**src/rtl/gpioemu_host_pkg.sv**
```systemverilog
// gpioemu_host_pkg: register map, status bit positions, FSM state encoding
// and small decode helpers shared by the gpioemu host sequencer.
// Optional build macro: GPIOEMU_HOST_CHECK_EN adds the CHK state.
package gpioemu_host_pkg;

    // Peripheral register map on the strobe bus
    localparam logic [15:0] ADDR_A1   = 16'h0380;
    localparam logic [15:0] ADDR_A2   = 16'h0388;
    localparam logic [15:0] ADDR_W    = 16'h0390;
    localparam logic [15:0] ADDR_L    = 16'h0398;
    localparam logic [15:0] ADDR_CTRL = 16'h03A0;

    // Status register layout: only the done bit is used for completion
    localparam int ST_DONE_BIT  = 1;
    localparam int ST_VALID_BIT = 0;

    typedef enum logic [3:0] {
        ST_IDLE  = 4'd0,
        ST_WR_A1 = 4'd1,
        ST_WR_A2 = 4'd2,
        ST_WR_GO = 4'd3,
        ST_GAP   = 4'd4,
        ST_RD_ST = 4'd5,
        ST_RD_W  = 4'd6,
        ST_RD_L  = 4'd7,
        ST_RESP  = 4'd8
`ifdef GPIOEMU_HOST_CHECK_EN
        ,
        ST_CHK   = 4'd9
`endif
    } state_e;

    // True for the access states that use the read strobe
    function automatic logic is_read_state(input state_e s);
        logic r;
        case (s)
            ST_RD_ST, ST_RD_W, ST_RD_L: r = 1'b1;
            default:                    r = 1'b0;
        endcase
        return r;
    endfunction

endpackage

```
**src/rtl/gpioemu_host_refmul.sv**
```systemverilog
// gpioemu_host_refmul: 24x24 sequential shift-add multiplier used to
// cross-check the peripheral's product. One partial product per cycle,
// 24 cycles from start to done; done stays high until the next start.
module gpioemu_host_refmul (
    input  logic        clk,
    input  logic        n_reset,
    input  logic        start_i,
    input  logic [23:0] a_i,
    input  logic [23:0] b_i,
    output logic        done_o,
    output logic [31:0] prod_o
);

    logic [47:0] acc_q;
    logic [47:0] mcand_q;
    logic [23:0] mplier_q;
    logic [4:0]  cnt_q;
    logic        busy_q;
    logic        done_q;

    // Shift-add iteration: add the shifted multiplicand when the current multiplier bit is set
    always_ff @(posedge clk or negedge n_reset) begin
        if (!n_reset) begin
            acc_q    <= 48'h0;
            mcand_q  <= 48'h0;
            mplier_q <= 24'h0;
            cnt_q    <= 5'd0;
            busy_q   <= 1'b0;
            done_q   <= 1'b0;
        end else if (start_i) begin
            acc_q    <= 48'h0;
            mcand_q  <= {24'h0, a_i};
            mplier_q <= b_i;
            cnt_q    <= 5'd24;
            busy_q   <= 1'b1;
            done_q   <= 1'b0;
        end else if (busy_q) begin
            if (mplier_q[0]) begin
                acc_q <= acc_q + mcand_q;
            end else begin
                acc_q <= acc_q;
            end
            mcand_q  <= {mcand_q[46:0], 1'b0};
            mplier_q <= {1'b0, mplier_q[23:1]};
            cnt_q    <= cnt_q - 5'd1;
            if (cnt_q == 5'd1) begin
                busy_q <= 1'b0;
                done_q <= 1'b1;
            end else begin
                busy_q <= 1'b1;
                done_q <= 1'b0;
            end
        end else begin
            busy_q <= 1'b0;
        end
    end

    assign done_o = done_q;
    assign prod_o = acc_q[31:0];

endmodule

```
**src/rtl/gpioemu_host.sv**
```systemverilog
// gpioemu_host: host-side bus sequencer for the gpioemu multiply/popcount
// peripheral. Accepts one operand pair, writes A1/A2/CTRL, polls status,
// reads W and L, and returns them on a valid/ready response port.
// Each bus access is SETUP (1) + STROBE (STROBE_CYCLES) + HOLD (1) cycles.
// Optional build macro: GPIOEMU_HOST_CHECK_EN adds a local multiplier and a
// CHK state that flags a product mismatch on rsp_mismatch.
module gpioemu_host
    import gpioemu_host_pkg::*;
#(
    parameter int STROBE_CYCLES = 2,
    parameter int POLL_GAP      = 2,
    parameter int POLL_MAX      = 64
) (
    input  logic        clk,
    input  logic        n_reset,
    input  logic        cmd_valid,
    output logic        cmd_ready,
    input  logic [23:0] cmd_a1,
    input  logic [23:0] cmd_a2,
    output logic        rsp_valid,
    input  logic        rsp_ready,
    output logic [31:0] rsp_w,
    output logic [23:0] rsp_l,
    output logic        rsp_timeout,
    output logic        rsp_mismatch,
    output logic [15:0] saddress,
    output logic        srd,
    output logic        swr,
    output logic [31:0] bus_wdata,
    input  logic [31:0] bus_rdata
);

    // Phase counter values inside an access: 0 = SETUP, 1..LAST = STROBE, HOLD after
    localparam logic [15:0] PH_LAST_STB = 16'(STROBE_CYCLES);
    localparam logic [15:0] PH_HOLD     = 16'(STROBE_CYCLES + 1);
    localparam logic [15:0] GAP_LAST    = 16'(POLL_GAP - 1);
    localparam logic [15:0] POLL_LAST   = 16'(POLL_MAX - 1);
    localparam logic [15:0] POLL_SAT    = 16'(POLL_MAX);

    state_e      state_q;
    logic [15:0] cnt_q;
    logic [15:0] poll_q;
    logic [23:0] a1_q;
    logic [23:0] a2_q;
    logic        st_done_q;
    logic        cmd_ready_q;
    logic        rsp_valid_q;
    logic [31:0] rsp_w_q;
    logic [23:0] rsp_l_q;
    logic        rsp_timeout_q;
    logic [15:0] saddress_q;
    logic        srd_q;
    logic        swr_q;
    logic [31:0] bus_wdata_q;

`ifdef GPIOEMU_HOST_CHECK_EN
    logic        mul_start_q;
    logic        mul_done_s;
    logic [31:0] mul_prod_s;
    logic        rsp_mismatch_q;

    gpioemu_host_refmul u_refmul (
        .clk     (clk),
        .n_reset (n_reset),
        .start_i (mul_start_q),
        .a_i     (a1_q),
        .b_i     (a2_q),
        .done_o  (mul_done_s),
        .prod_o  (mul_prod_s)
    );
`endif

    // Sequencer FSM: drives the strobe bus phase by phase and builds the response
    always_ff @(posedge clk or negedge n_reset) begin
        if (!n_reset) begin
            state_q       <= ST_IDLE;
            cnt_q         <= 16'h0;
            poll_q        <= 16'h0;
            a1_q          <= 24'h0;
            a2_q          <= 24'h0;
            st_done_q     <= 1'b0;
            cmd_ready_q   <= 1'b1;
            rsp_valid_q   <= 1'b0;
            rsp_w_q       <= 32'h0;
            rsp_l_q       <= 24'h0;
            rsp_timeout_q <= 1'b0;
            saddress_q    <= 16'h0;
            srd_q         <= 1'b0;
            swr_q         <= 1'b0;
            bus_wdata_q   <= 32'h0;
`ifdef GPIOEMU_HOST_CHECK_EN
            mul_start_q    <= 1'b0;
            rsp_mismatch_q <= 1'b0;
`endif
        end else begin
`ifdef GPIOEMU_HOST_CHECK_EN
            mul_start_q <= 1'b0;
`endif
            case (state_q)
                ST_IDLE: begin
                    if (cmd_valid && cmd_ready_q) begin
                        a1_q          <= cmd_a1;
                        a2_q          <= cmd_a2;
                        poll_q        <= 16'h0;
                        cnt_q         <= 16'h0;
                        rsp_timeout_q <= 1'b0;
                        cmd_ready_q   <= 1'b0;
                        saddress_q    <= ADDR_A1;
                        bus_wdata_q   <= {8'h0, cmd_a1};
                        state_q       <= ST_WR_A1;
`ifdef GPIOEMU_HOST_CHECK_EN
                        rsp_mismatch_q <= 1'b0;
`endif
                    end else begin
                        cmd_ready_q <= 1'b1;
                    end
                end

                ST_WR_A1, ST_WR_A2, ST_WR_GO, ST_RD_ST, ST_RD_W, ST_RD_L: begin
                    if (cnt_q == PH_HOLD) begin
                        cnt_q <= 16'h0;
                        case (state_q)
                            ST_WR_A1: begin
                                saddress_q  <= ADDR_A2;
                                bus_wdata_q <= {8'h0, a2_q};
                                state_q     <= ST_WR_A2;
                            end
                            ST_WR_A2: begin
                                saddress_q  <= ADDR_CTRL;
                                bus_wdata_q <= 32'h0;
                                state_q     <= ST_WR_GO;
                            end
                            ST_WR_GO: begin
`ifdef GPIOEMU_HOST_CHECK_EN
                                mul_start_q <= 1'b1;
`endif
                                if (POLL_GAP == 0) begin
                                    state_q <= ST_RD_ST;
                                end else begin
                                    state_q <= ST_GAP;
                                end
                            end
                            ST_RD_ST: begin
                                // Counter stops at POLL_MAX so it can never wrap
                                if (poll_q != POLL_SAT) begin
                                    poll_q <= poll_q + 16'd1;
                                end else begin
                                    poll_q <= poll_q;
                                end
                                if (st_done_q) begin
                                    saddress_q <= ADDR_W;
                                    state_q    <= ST_RD_W;
                                end else if (poll_q >= POLL_LAST) begin
                                    rsp_timeout_q <= 1'b1;
                                    rsp_w_q       <= 32'h0;
                                    rsp_l_q       <= 24'h0;
                                    rsp_valid_q   <= 1'b1;
                                    state_q       <= ST_RESP;
`ifdef GPIOEMU_HOST_CHECK_EN
                                    rsp_mismatch_q <= 1'b0;
`endif
                                end else if (POLL_GAP == 0) begin
                                    state_q <= ST_RD_ST;
                                end else begin
                                    state_q <= ST_GAP;
                                end
                            end
                            ST_RD_W: begin
                                saddress_q <= ADDR_L;
                                state_q    <= ST_RD_L;
                            end
                            ST_RD_L: begin
`ifdef GPIOEMU_HOST_CHECK_EN
                                state_q     <= ST_CHK;
`else
                                rsp_valid_q <= 1'b1;
                                state_q     <= ST_RESP;
`endif
                            end
                            default: begin
                                state_q <= ST_IDLE;
                            end
                        endcase
                    end else begin
                        cnt_q <= cnt_q + 16'd1;
                        if (cnt_q == 16'h0) begin
                            // SETUP done: raise the strobe matching the access direction
                            srd_q <= is_read_state(state_q);
                            swr_q <= ~is_read_state(state_q);
                        end else if (cnt_q == PH_LAST_STB) begin
                            // Last strobe cycle: capture read data and enter HOLD
                            srd_q <= 1'b0;
                            swr_q <= 1'b0;
                            case (state_q)
                                ST_RD_ST: st_done_q <= bus_rdata[ST_DONE_BIT];
                                ST_RD_W:  rsp_w_q   <= bus_rdata;
                                ST_RD_L:  rsp_l_q   <= bus_rdata[23:0];
                                default:  st_done_q <= st_done_q;
                            endcase
                        end else begin
                            srd_q <= srd_q;
                            swr_q <= swr_q;
                        end
                    end
                end

                ST_GAP: begin
                    if (cnt_q >= GAP_LAST) begin
                        cnt_q       <= 16'h0;
                        saddress_q  <= ADDR_CTRL;
                        bus_wdata_q <= 32'h0;
                        state_q     <= ST_RD_ST;
                    end else begin
                        cnt_q <= cnt_q + 16'd1;
                    end
                end

`ifdef GPIOEMU_HOST_CHECK_EN
                ST_CHK: begin
                    if (mul_done_s) begin
                        rsp_mismatch_q <= (mul_prod_s != rsp_w_q);
                        rsp_valid_q    <= 1'b1;
                        state_q        <= ST_RESP;
                    end else begin
                        state_q <= ST_CHK;
                    end
                end
`endif

                ST_RESP: begin
                    if (rsp_ready) begin
                        rsp_valid_q <= 1'b0;
                        cmd_ready_q <= 1'b1;
                        state_q     <= ST_IDLE;
                    end else begin
                        rsp_valid_q <= 1'b1;
                    end
                end

                default: begin
                    srd_q       <= 1'b0;
                    swr_q       <= 1'b0;
                    rsp_valid_q <= 1'b0;
                    cmd_ready_q <= 1'b1;
                    state_q     <= ST_IDLE;
                end
            endcase
        end
    end

    assign cmd_ready   = cmd_ready_q;
    assign rsp_valid   = rsp_valid_q;
    assign rsp_w       = rsp_w_q;
    assign rsp_l       = rsp_l_q;
    assign rsp_timeout = rsp_timeout_q;
    assign saddress    = saddress_q;
    assign srd         = srd_q;
    assign swr         = swr_q;
    assign bus_wdata   = bus_wdata_q;
`ifdef GPIOEMU_HOST_CHECK_EN
    assign rsp_mismatch = rsp_mismatch_q;
`else
    assign rsp_mismatch = 1'b0;
`endif

endmodule

```
**config.mk**
```make
export PLATFORM = sky130hd
export DESIGN_NAME = gpioemu_host
export DESIGN_NICKNAME = d
export VERILOG_FILES = /design/src/rtl/gpioemu_host_pkg.sv /design/src/rtl/gpioemu_host_refmul.sv /design/src/rtl/gpioemu_host.sv
export SDC_FILE = /design/constraint.sdc
export NUM_CORES = 1
export LEC_CHECK = 0
export CAP_MARGIN = 0
export CORE_ASPECT_RATIO = 1.75
export CORE_MARGIN = 2
export CORE_UTILIZATION = 40
export CTS_CLUSTER_SIZE = 28
export DETAILED_ROUTE_END_ITERATION = 8
export PLACE_DENSITY_LB_ADDON = 0.12
export SLEW_MARGIN = 25
export SYNTH_ARGS = -nofsm -noshare
export SYNTH_HDL_FRONTEND = slang
export SYNTH_SLANG_ARGS = --single-unit
```
**constraint.sdc**
```tcl
create_clock -name clk -period 3.2 [get_ports clk]
set_input_delay 0.32 -clock clk [delete_from_list [all_inputs] [get_ports clk]]
set_output_delay 0.32 -clock clk [all_outputs]
set_load 0.05 [all_outputs]
```
**Pin map**

The bar under the picture is 20 µm long. Pins as bars across the die edge, other pins in gray.
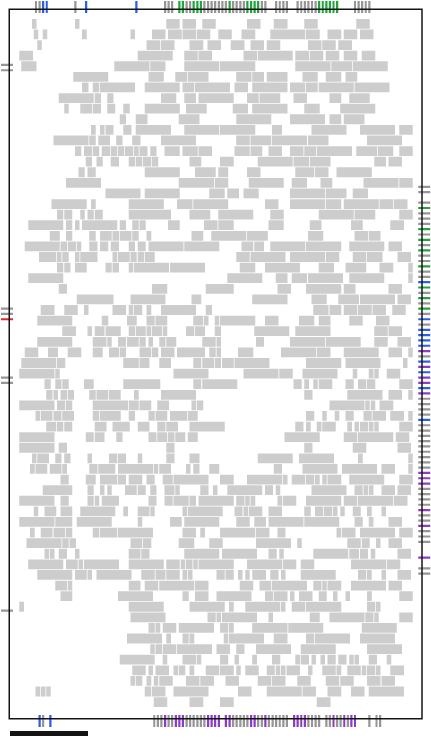
`rsp_w` -> purple  # pins 32, direction output, edge 21 bottom, 11 right
`cmd_a1` -> green  # pins 24, direction input, edge 16 top, 8 right
`cmd_valid` -> red  # pins 1, direction input, edge left
`saddress` -> blue  # pins 16, direction output, edge 10 right, 4 top, 2 bottom
all pins by edge = 70 right, 60 bottom, 56 top, 8 left
IO Port Bufs: 174
Die H: 182 µm

**A small window of the routed layout**

Window x 69 to 89, y 126 to 146 µm. Cells in gray, sequential cells in the stronger gray; small squares are vias.
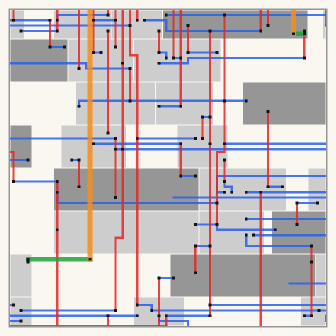
met2 -> red
met4 -> orange
met3 -> green
met1 -> blue
cells with their middle in the window = 16
netlist names of flops here include = `a2_q` (2), `bus_wdata` (2)
most frequent = dfrtp_1 (4), a22o_1 (3), mux2_2 (3)
sequential cells in the window = 4

**Cell outlines without signal wires**

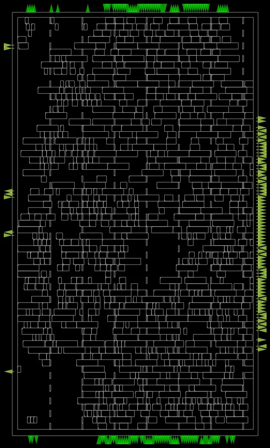
Layout fillers: 1,619
tap cells: 234
fraction of area in registers: 38.8%
CORE AREA: 0.0179 mm²
Flop Count: 150

**Local utilization**

11 x 18 tiles, from white (low) to dark blue (high), 0 to 100% covered.
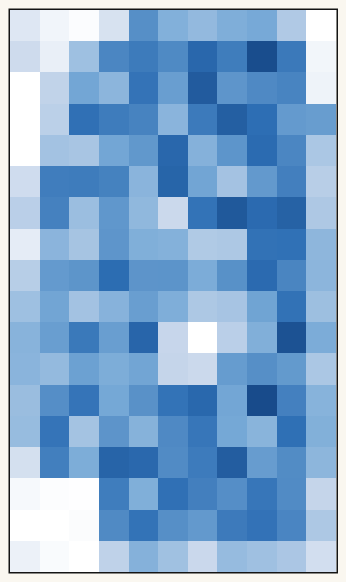
nearly empty tiles = 5.6%
mean over tiles = 49%
fullest tile = 89%
tiles over 75% full = 9.6%
fp_density: 40.3%
post-layout util: 54.1%

==> out/results.ini <==
[logic_synthesis]
yosys_warnings=0
area_leaders=dfrtp_1 52%, mux2_2 4.8%, o22ai_1 4.1%
top_logic_kind=AND-OR/OR-AND gates
ys_sh_xor_pct=1.46
synthCells=682
ys_ff=150
top_cells_by_count=149 x dfrtp_1, 65 x inv_1, 51 x nand2_1, 47 x o22ai_1, 32 x o21ai_0

[hold_path]
hold_class=input port to flop
hold_path_depth=3

[placed_design]
dp_slack_ns=0.537

[final_timing]
finalWorstSetupSlack_ns=0.520
skew_ns=0.0106
fmax_mhz=373
period_minus_slack_ns=2.68

[final_layout]
dominant_cells=flip-flops and latches
n_clock_buffer=18
layout-drive-gt1-share_pct=13.4
layout.cells.most_common=clkdlybuf4s50_1
lay_top_cells=173 x clkdlybuf4s50_1, 149 x dfrtp_1, 65 x inv_1, 51 x nand2_1, 47 x o22ai_1
inverters=65

[outcome]
outcome=finished clean

[power_and_ir_drop]
power_leakage_uw=0.00435
combPwrFrac_pct=52.4
p_per_area_mw_per_mm2=1070

[detailed_routing]
detailroute.via_count=5747
dr.pass1.iters=6

[floorplanning]
boundaryPins=194
die_area_mm2=0.0192
row_count=65

[cts]
clock_latency_ns=0.42
cts_buffers=17
clockBufferDepth=2
cts_hold_buffers=1
htreeDepth=4
clk_pin_slew_ns=0.06

[global_routing]
grt_pass1_wl_mm=31.0
gr-total-overflow=0

[critical_path]
critPathSlowestCell=dfrtp_1
crit_path_cell_trace=ha_1, nor4b_2, nand4_2, a221oi_4, and3b_1, buf_12, mux2_2
crit_required_ns=3.50
rr_worst_depth=7

[per-layer routing]
metal	vias up	part of all wire [%]	global-route usage (%)
li1	2695	-	-
met1	2823	38	23.7
met2	191	55	36.8
met3	38	4.1	3.95
met4	0	3.1	9.21
met5	-	0	0
[power by group through the flow]
stage	logic (µW)	registers, µW	clock network, µW
2_1_floorplan	2740	4170	0
3_3_place_gp	5360	2960	0
3_5_place_dp	5450	2990	0
4_1_cts	5460	2960	2010
5_1_grt	5770	3050	2090
6_report	5420	2960	1950
[worst register-to-register path, cell delays in order (launching register included)]
cell and delay [ns]:
dfrtp_1 0.45, ha_1 0.36, nor4b_2 0.32, nand4_2 0.23, a221oi_4 0.36, and3b_1 0.25, buf_12 0.22, mux2_2 0.38
